run_1/clocks.png
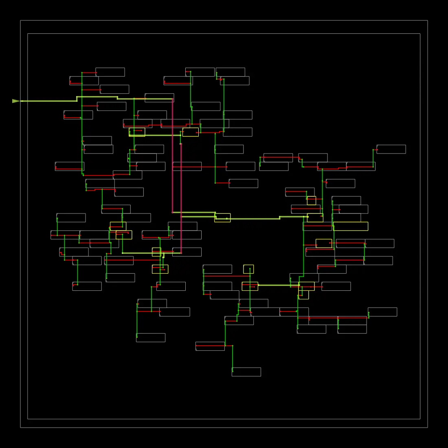
run_1/power_grid.png
Drawn at 3 px/µm. Pins as bars on the die edge. Tap cells in grey.
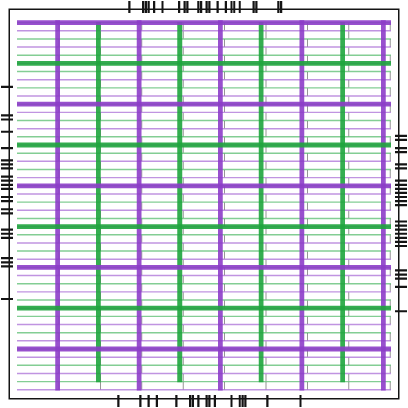
run_1/layer_met2.png
Drawn at 2 px/µm.
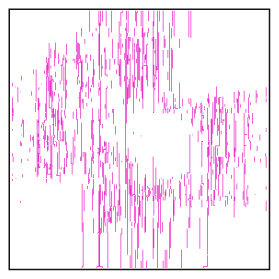
<file path="src/rtl/fifo_unpack_reader.sv">
// fifo_unpack_reader
// Drains IN_WIDTH-bit words from an upstream first-word-fall-through FIFO and
// presents them downstream as a FWFT stream of OUT_WIDTH-bit parts. Each part
// is handed over in one cycle, with no bubble between consecutive words.
//
// Build option:
//   UNPACK_MSB_FIRST_EN - when defined, the most significant part of each word
//                         is emitted first. The default emits the least
//                         significant part first. Handshake, last and timing
//                         are the same in both builds.
//
// IN_WIDTH must be an integer multiple (>= 2) of OUT_WIDTH.

module fifo_unpack_reader #(
   parameter int IN_WIDTH  = 64,
   parameter int OUT_WIDTH = 16
) (
   input  logic                 CLK,
   input  logic                 RST_N,
   input  logic [IN_WIDTH-1:0]  fifo_dout,
   input  logic                 fifo_empty,
   output logic                 fifo_rd_en,
   output logic [OUT_WIDTH-1:0] dout,
   output logic                 last,
   output logic                 empty,
   input  logic                 rd_en
);

   localparam int RATIO = IN_WIDTH / OUT_WIDTH;
   localparam int CNT_W = (RATIO > 1) ? $clog2(RATIO) : 1;
   localparam logic [CNT_W-1:0] LAST_IDX = CNT_W'(RATIO - 1);

   // Held word, index of the part on dout, and the no-part flag.
   logic [IN_WIDTH-1:0]  r_buf;
   logic [CNT_W-1:0]     r_cnt;
   logic                 r_empty;
   logic [OUT_WIDTH-1:0] r_dout;
   logic                 r_last;

   logic                 w_take;
   logic                 w_at_end;
   logic                 w_load;
   logic [IN_WIDTH-1:0]  w_buf_nxt;
   logic [CNT_W-1:0]     w_cnt_nxt;
   logic                 w_empty_nxt;
   logic [CNT_W-1:0]     w_sel_nxt;
   logic [OUT_WIDTH-1:0] w_dout_nxt;
   logic                 w_last_nxt;
   logic [OUT_WIDTH-1:0] w_parts [RATIO];

   assign w_take   = ~r_empty & rd_en;
   assign w_at_end = (r_cnt == LAST_IDX);

   // Load whenever nothing is held, or the final part of the held word is
   // being taken in this cycle; the latter keeps the stream bubble-free.
   assign w_load = ~fifo_empty & (r_empty | (w_take & w_at_end));

   // RST_N gates only the outgoing pop so the upstream FIFO is never popped
   // while the block is held in reset. The internal load path does not need
   // it because every register is forced by the asynchronous reset anyway.
   assign fifo_rd_en = RST_N & w_load;

   // Next-state of the held word, part counter and empty flag.
   always_comb begin
      w_buf_nxt   = r_buf;
      w_cnt_nxt   = r_cnt;
      w_empty_nxt = r_empty;
      if (w_load) begin
         w_buf_nxt   = fifo_dout;
         w_cnt_nxt   = '0;
         w_empty_nxt = 1'b0;
      end else if (w_take && !w_at_end) begin
         w_cnt_nxt = r_cnt + 1'b1;
      end else if (w_take && w_at_end) begin
         // Last part taken and nothing upstream: buf and cnt are left as is.
         w_empty_nxt = 1'b1;
      end
   end

   // Slice the next word into parts; part 0 is the least significant.
   for (genvar g = 0; g < RATIO; g++) begin : g_part
      assign w_parts[g] = w_buf_nxt[g*OUT_WIDTH +: OUT_WIDTH];
   end

`ifdef UNPACK_MSB_FIRST_EN
   assign w_sel_nxt = LAST_IDX - w_cnt_nxt;
`else
   assign w_sel_nxt = w_cnt_nxt;
`endif

   assign w_dout_nxt = w_parts[w_sel_nxt];
   assign w_last_nxt = ~w_empty_nxt & (w_cnt_nxt == LAST_IDX);

   // State and output registers; dout/last are precomputed from next-state so
   // that there is no combinational path from fifo_dout to dout.
   always_ff @(posedge CLK or negedge RST_N) begin
      if (!RST_N) begin
         r_buf   <= '0;
         r_cnt   <= '0;
         r_empty <= 1'b1;
         r_dout  <= '0;
         r_last  <= 1'b0;
      end else begin
         r_buf   <= w_buf_nxt;
         r_cnt   <= w_cnt_nxt;
         r_empty <= w_empty_nxt;
         r_dout  <= w_dout_nxt;
         r_last  <= w_last_nxt;
      end
   end

   assign dout  = r_dout;
   assign last  = r_last;
   assign empty = r_empty;

endmodule

</file>
<file path="config.mk">
export PLATFORM = sky130hd
export DESIGN_NAME = fifo_unpack_reader
export DESIGN_NICKNAME = d
export VERILOG_FILES = /design/src/rtl/fifo_unpack_reader.sv
export SDC_FILE = /design/constraint.sdc
export NUM_CORES = 1
export LEC_CHECK = 0
export CORE_MARGIN = 2
export CORE_UTILIZATION = 25
export CTS_BUF_LIST = sky130_fd_sc_hd__clkbuf_8
export DETAILED_ROUTE_END_ITERATION = 8
export MAX_ROUTING_LAYER = met4
export SYNTH_ARGS = -nofsm -noshare
export SYNTH_HDL_FRONTEND = slang
export SYNTH_SLANG_ARGS = --single-unit
</file>
<file path="constraint.sdc">
create_clock -name CLK -period 2.7 [get_ports CLK]
set_input_delay 0.27 -clock CLK [delete_from_list [all_inputs] [get_ports CLK]]
set_output_delay 0.27 -clock CLK [all_outputs]
set_load 0.1 [all_outputs]
</file>
==> Changelog: implementation, run 1 <==
### Changed

* Registers, synthesis at roughly 84
* Grt peak-use layer: met2
* Tap cells at ~210
* Largest net degree at the start of global routing at between 60 and 70
* DP HPWL at 6600 µm
* Cell family with most CP delay: flip-flops
* FA/HA/MAJ Cells, Area Fraction at less than 1%
* Port Buffers at around 86
* Post-synthesis cell area at roughly 3900 µm²
* Setup CP Type: flip-flop to primary output
* Top pwr grp: combinational logic
* Initial DRC count at a little over 200
* Status: complete, no violations
* Combinational share of cell area at a little under a third
* Clk root buf: clkbuf_8
* # Post-CTS Setup Buffers at 0
* Largest class: flip-flops and latches
* M3 GR Usage at roughly 3%
* Main flop type: dfrtp_1
* Clock buf count at 10
* Yosys top cell by area: dfrtp_1
* Cell area after layout at about 5100 µm²
* Clock group power at ~900 µW
* Final core occ at about a third
* Critical Path Stages at 5
* Post-DP Area at between 4000 and 5000 µm²
* Final Hold Viols at 0
* Cycle use final at between 80 and 90%
* Max_cap viols at 0
* Syn. warnings at 0
* Crit end category: primary output
* Top cell by count, worst path: buf_12
* Share of cells above drive strength 1 at about 17%
* CP peak stage delay at about 0.44 ns
## Picture notes: clocks.png
Num CTS Buffers: 9
Worst-Skew Late Latency: 0.35 ns
Final Skew: 0.0105 ns

## Picture notes: power_grid.png
VDD: drawn in green. VSS: drawn in purple.
The core has 45 rows. 46 met1 rails follow the rows. 9 straps on met4. 9 straps on met5.
core area: 15300 µm²
Die X: 129 µm
height of the die: 129 µm
Max IR drop VDD: 0.000634 V

## Picture notes: layer_met2.png
370 nets have wire on it. The layer holds 47% of the routed length.
total number of vias: 2693
met2 Use GR: 19.2%
drt total wl: 9710 µm

==> run 2: changes to the inputs <==
--- a/config.mk
+++ b/config.mk
@@ -8,7 +8,9 @@
 export CORE_MARGIN = 2
 export CORE_UTILIZATION = 25
 export CTS_BUF_LIST = sky130_fd_sc_hd__clkbuf_8
+export CTS_CLUSTER_DIAMETER = 50
 export DETAILED_ROUTE_END_ITERATION = 8
+export GPL_TIMING_DRIVEN = 1
 export MAX_ROUTING_LAYER = met4
 export SYNTH_ARGS = -nofsm -noshare
 export SYNTH_HDL_FRONTEND = slang
run_2/wires.png
Drawn at 3 px/µm.
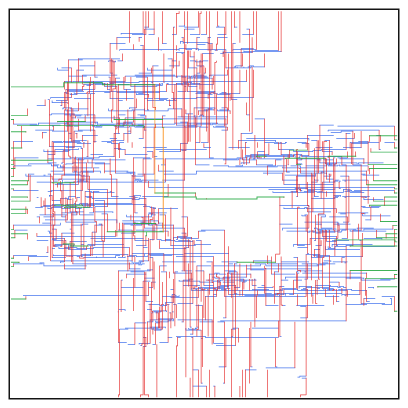
metal 4: drawn in orange, wire length 70.7 µm. metal 2: drawn in red, wire length 4560 µm. metal 3: drawn in green, wire length 528 µm. metal 1: drawn in blue, wire length 4550 µm.

run_2/layer_met3.png
Drawn at 2 px/µm. Cells faint in the background.
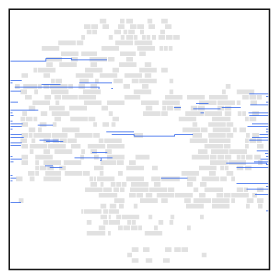
The longest straight run is 42.1 µm. 60 nets have wire on it. The wires run mostly horizontal. The layer carries 528 µm of wire. The layer holds 5.4% of the routed length.
M3 GR Usage: 2.97%

==> run 2 against run 1 <==
First-iteration DRC count is the same. Cell count is the same. Sequential share of layout area is the same. Count of clock-buffer cells in the layout is the same.
==> Changelog: implementation, run 2 <==
### Changed

* Worst-Skew Late Latency at 0.35 ns (about the same)
* Cycle use final at 89.7% (unchanged)
* Die X at 129 µm (unchanged)
* Max_cap viols at 0 (unchanged)
* Hold crit path type: input port to async pin
* Detail Route Antenna Nets at 0
* Yosys top cell by area: dfrtp_1
* FA/HA/MAJ Cells, Area Fraction at 0.319% (unchanged)
* DP HPWL at 6600 µm (unchanged)
* Grt peak-use layer: met2
* Height of the die at 129 µm (unchanged)
* Share of cells above drive strength 1 at 17.3% (unchanged)
* Tap cells at 211 (unchanged)
* Clk root buf: clkbuf_8
* Total number of vias at 2693 (unchanged)
* Final Hold Viols at 0 (unchanged)
* Critical Path Stages at 5 (unchanged)
* Clock group power at 897 µW (about the same)
* Cell family with most CP delay: flip-flops
* Maximum clock rate at 0.413 GHz
* Crit path time final at 2.42 ns
* Status: complete, no violations
* Top cell by count, worst path: buf_12
* Initial DRC count at 207 (unchanged)
* Largest net degree at the start of global routing at 65 (unchanged)
* Largest register FFs at about 64
* Post-synthesis cell area at 3930 µm² (unchanged)
* Syn. warnings at 0 (unchanged)
* Registers, synthesis at 84 (unchanged)
* Top cells excl fill/tap: dfrtp_1, clkdlybuf4s50_1, a32o_1
* CP peak stage delay at 0.44 ns (about the same)
* Clock buf count at 10 (unchanged)
* Top pwr grp: combinational logic
* Port Buffers at 86 (unchanged)
* Crit end category: primary output
* Final core occ at 33.4% (unchanged)
* P_sw at 2.30 mW
* Cells after Synth at about 280
* Num CTS Buffers at 9 (unchanged)
* Setup CP Type: flip-flop to primary output
* Largest class: flip-flops and latches
* Max IR drop VDD at 0.000634 V (unchanged)
* Cell area after layout at 5100 µm² (unchanged)
* WP buf/inv at 2
* Gr ovfl total at 0
* Final Skew at 0.0105 ns (unchanged)
* Core area at 15300 µm² (unchanged)
* # Post-CTS Setup Buffers at 0 (unchanged)
No activity file was given, so power comes from the tool's default toggle rates.
